`config.mk`:
```
export PLATFORM = sky130hd
export DESIGN_NAME = ldiv_group_tracker
export DESIGN_NICKNAME = d
export VERILOG_FILES = /design/src/rtl/anon_pkg.sv /design/src/rtl/bloomfilter.sv /design/src/rtl/ldiv_group_tracker.sv
export SDC_FILE = /design/constraint.sdc
export NUM_CORES = 2
export LEC_CHECK = 0
export CORE_MARGIN = 4
export CORE_UTILIZATION = 50
export DETAILED_ROUTE_END_ITERATION = 7
export GPL_TIMING_DRIVEN = 0
export PLACE_DENSITY = 0.66
export SYNTH_ARGS = -nofsm -noshare
export SYNTH_HDL_FRONTEND = slang
export SYNTH_SLANG_ARGS = --single-unit
```
`constraint.sdc`:
```
create_clock -name clk -period 15.3 [get_ports clk]
set_input_delay 1.53 -clock clk [delete_from_list [all_inputs] [get_ports clk]]
set_output_delay 1.53 -clock clk [all_outputs]
set_load 0.05 [all_outputs]
```
`src/rtl/anon_pkg.sv`:
```
// Shared constants for the anonymizer pipeline: default widths, group index sizing and
// the Bloom filter geometry used by bloomfilter and its callers.
package anon_pkg;

    localparam int DATA_WIDTH_D = 32;
    localparam int NUM_GROUPS_D = 16;
    localparam int CNT_WIDTH_D  = 8;
    localparam int L_THRESH_D   = 4;

    localparam int BF_WIDTH = 32;
    localparam int BF_IDX_W = $clog2(BF_WIDTH);
    localparam int BF_K     = 3;

    function automatic int grp_w(input int n);
        return (n > 1) ? $clog2(n) : 1;
    endfunction

    // Odd multiplicative-hash constants; the top BF_IDX_W bits of key*mult pick a bit.
    function automatic logic [31:0] bf_mult(input int k);
        case (k)
            0:       return 32'h9E37_79B1;
            1:       return 32'h85EB_CA77;
            default: return 32'hC2B2_AE3D;
        endcase
    endfunction

endpackage

```
`src/rtl/bloomfilter.sv`:
```
// Combinational Bloom filter probe/insert: sets BF_K hashed bits of the array for one value
// and reports whether all of those bits were already set.
module bloomfilter
    import anon_pkg::*;
#(
    parameter int DATA_WIDTH = DATA_WIDTH_D
) (
    input  logic [BF_WIDTH-1:0]   array_in,
    input  logic [DATA_WIDTH-1:0] data,
    output logic [BF_WIDTH-1:0]   array_out,
    output logic                  match
);

    logic [31:0]         key;
    logic [31:0]         prod;
    logic [BF_WIDTH-1:0] mask;

    always_comb begin
        key  = 32'(data);
        prod = '0;
        mask = '0;
        for (int k = 0; k < BF_K; k++) begin
            prod = key * bf_mult(k);
            mask[prod[31 -: BF_IDX_W]] = 1'b1;
        end
    end

    assign match     = ((array_in & mask) == mask);
    assign array_out = array_in | mask;

endmodule

```
`src/rtl/ldiv_group_tracker.sv`:
```
// Per-group Bloom filter and distinct-value counter; one registered result per accepted beat,
// one cycle after acceptance, held while the consumer stalls.
module ldiv_group_tracker
    import anon_pkg::*;
#(
    parameter int DATA_WIDTH = DATA_WIDTH_D,
    parameter int NUM_GROUPS = NUM_GROUPS_D,
    parameter int CNT_WIDTH  = CNT_WIDTH_D,
    parameter int L_THRESH   = L_THRESH_D,
    localparam int GRP_W     = grp_w(NUM_GROUPS)
) (
    input  logic                  clk,
    input  logic                  rst_n,
    input  logic                  in_valid,
    output logic                  in_ready,
    input  logic [GRP_W-1:0]      in_group,
    input  logic [DATA_WIDTH-1:0] in_data,
    input  logic                  clr_valid,
    input  logic [GRP_W-1:0]      clr_group,
    output logic                  out_valid,
    input  logic                  out_ready,
    output logic [GRP_W-1:0]      out_group,
    output logic [CNT_WIDTH-1:0]  out_count,
    output logic                  out_new,
    output logic                  out_diverse
);

    localparam logic [CNT_WIDTH-1:0] CNT_MAX = {CNT_WIDTH{1'b1}};

    logic [BF_WIDTH-1:0]  arr [NUM_GROUPS];
    logic [CNT_WIDTH-1:0] cnt [NUM_GROUPS];

    logic                 accept;
    logic                 clr_hit;
    logic [BF_WIDTH-1:0]  rd_arr;
    logic [CNT_WIDTH-1:0] rd_cnt;
    logic [BF_WIDTH-1:0]  bf_out;
    logic                 bf_match;
    logic [CNT_WIDTH-1:0] cnt_next;

    assign in_ready = !out_valid || out_ready;
    assign accept   = in_valid && in_ready;

    // A same-cycle clear of the beat's group is ordered first: the lookup sees an empty group.
    assign clr_hit = clr_valid && (clr_group == in_group);
    assign rd_arr  = clr_hit ? '0 : arr[in_group];
    assign rd_cnt  = clr_hit ? '0 : cnt[in_group];

    bloomfilter #(
        .DATA_WIDTH (DATA_WIDTH)
    ) u_bf (
        .array_in  (rd_arr),
        .data      (in_data),
        .array_out (bf_out),
        .match     (bf_match)
    );

    always_comb begin
        cnt_next = rd_cnt;
        if (!bf_match && (rd_cnt != CNT_MAX))
            cnt_next = rd_cnt + 1'b1;
    end

    always_ff @(posedge clk) begin
        if (!rst_n) begin
            for (int g = 0; g < NUM_GROUPS; g++) begin
                arr[g] <= '0;
                cnt[g] <= '0;
            end
            out_valid   <= 1'b0;
            out_group   <= '0;
            out_count   <= '0;
            out_new     <= 1'b0;
            out_diverse <= 1'b0;
        end else begin
            for (int g = 0; g < NUM_GROUPS; g++) begin
                if (clr_valid && (clr_group == GRP_W'(g))) begin
                    arr[g] <= '0;
                    cnt[g] <= '0;
                end
            end
            // Placed after the clear loop so the beat's writeback wins for a shared group.
            if (accept) begin
                arr[in_group] <= bf_out;
                cnt[in_group] <= cnt_next;
                out_valid     <= 1'b1;
                out_group     <= in_group;
                out_count     <= cnt_next;
                out_new       <= !bf_match;
                out_diverse   <= (int'(cnt_next) >= L_THRESH);
            end else if (out_ready) begin
                out_valid <= 1'b0;
            end
        end
    end

endmodule

```
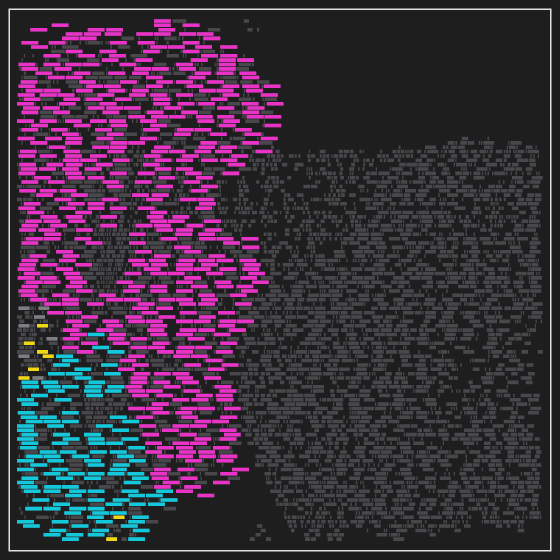
Figure 1: where the registers sit.
Other sequential cells in the stronger gray, the rest of the logic in the fainter gray.
[arr] magenta | placed flops: 512
[out_count] yellow | placed flops: 8
[cnt] cyan | placed flops: 128 | where: lower left
not colored: 7
FF/Latch Area: 0.0195 mm²

==> run notes <==
fresh numbers from the pnr run: top post-synthesis cells by area=edfxtp_1 (35%), fa_1 (23%), ha_1 (10%), mux4_2 (8.3%), inv_1 (7.0%), Clk Tree Root Cell=clkbuf_16, initial antenna violation count=0, Die Height=337 µm, Worst Setup EP=cnt[2][1], CTS H-tree lvls=2, combinational share of cell area=0.508, Worst setup SP type=input port, RR Endpoint=cnt[2][1], period utilization=0.903, Hold Path Cell Cnt=2, Largest Register=arr, Fin Setup TNS=0 ns, Yosys chip area=0.0542 mm², Floorplan Nets=5,639, TAP cells=1,403, Worst Setup SP=in_data[6], Commonest Layout Cell=inv_1, Max Slew Vio Count=0, Seq cells post-synth=655, r2r setup slk=10.99 ns, Seq/total area=0.329, outcome=complete, no violations, peak per-stage delay on the critical path=1.22 ns, first-pass GRT wire length=258,000 µm, vias in the first global route=38,200, fin crit period=13.81 ns, worst r2r path cells=13, max reg flops=512, design area=0.0594 mm², # Cells Yosys=4,516, Synth async-reset ratio=0, Gate Count Post-Synth=4,516, Buffers on Ports=58, fa+ha+maj area frac=0.337, Core Footprint=0.107 mm², CTS tree=done, Post CTS Setup Buffer Count=0, fill cell count=9,147
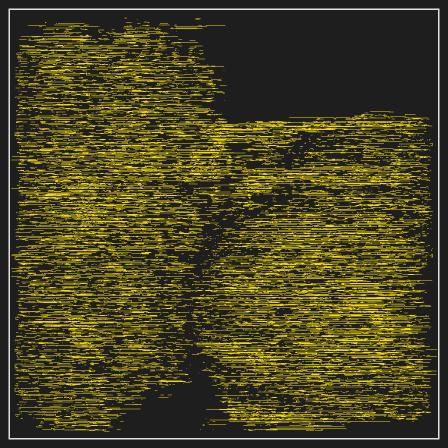
Figure 2: M1 wires.
share of all routed wire: 35%
longest straight run: 82.8 µm
nets with wire on the layer: 5,706
wire length on this layer: 62.1 mm
main direction: horizontal
final WL: 176,000 µm
via count: 36,600

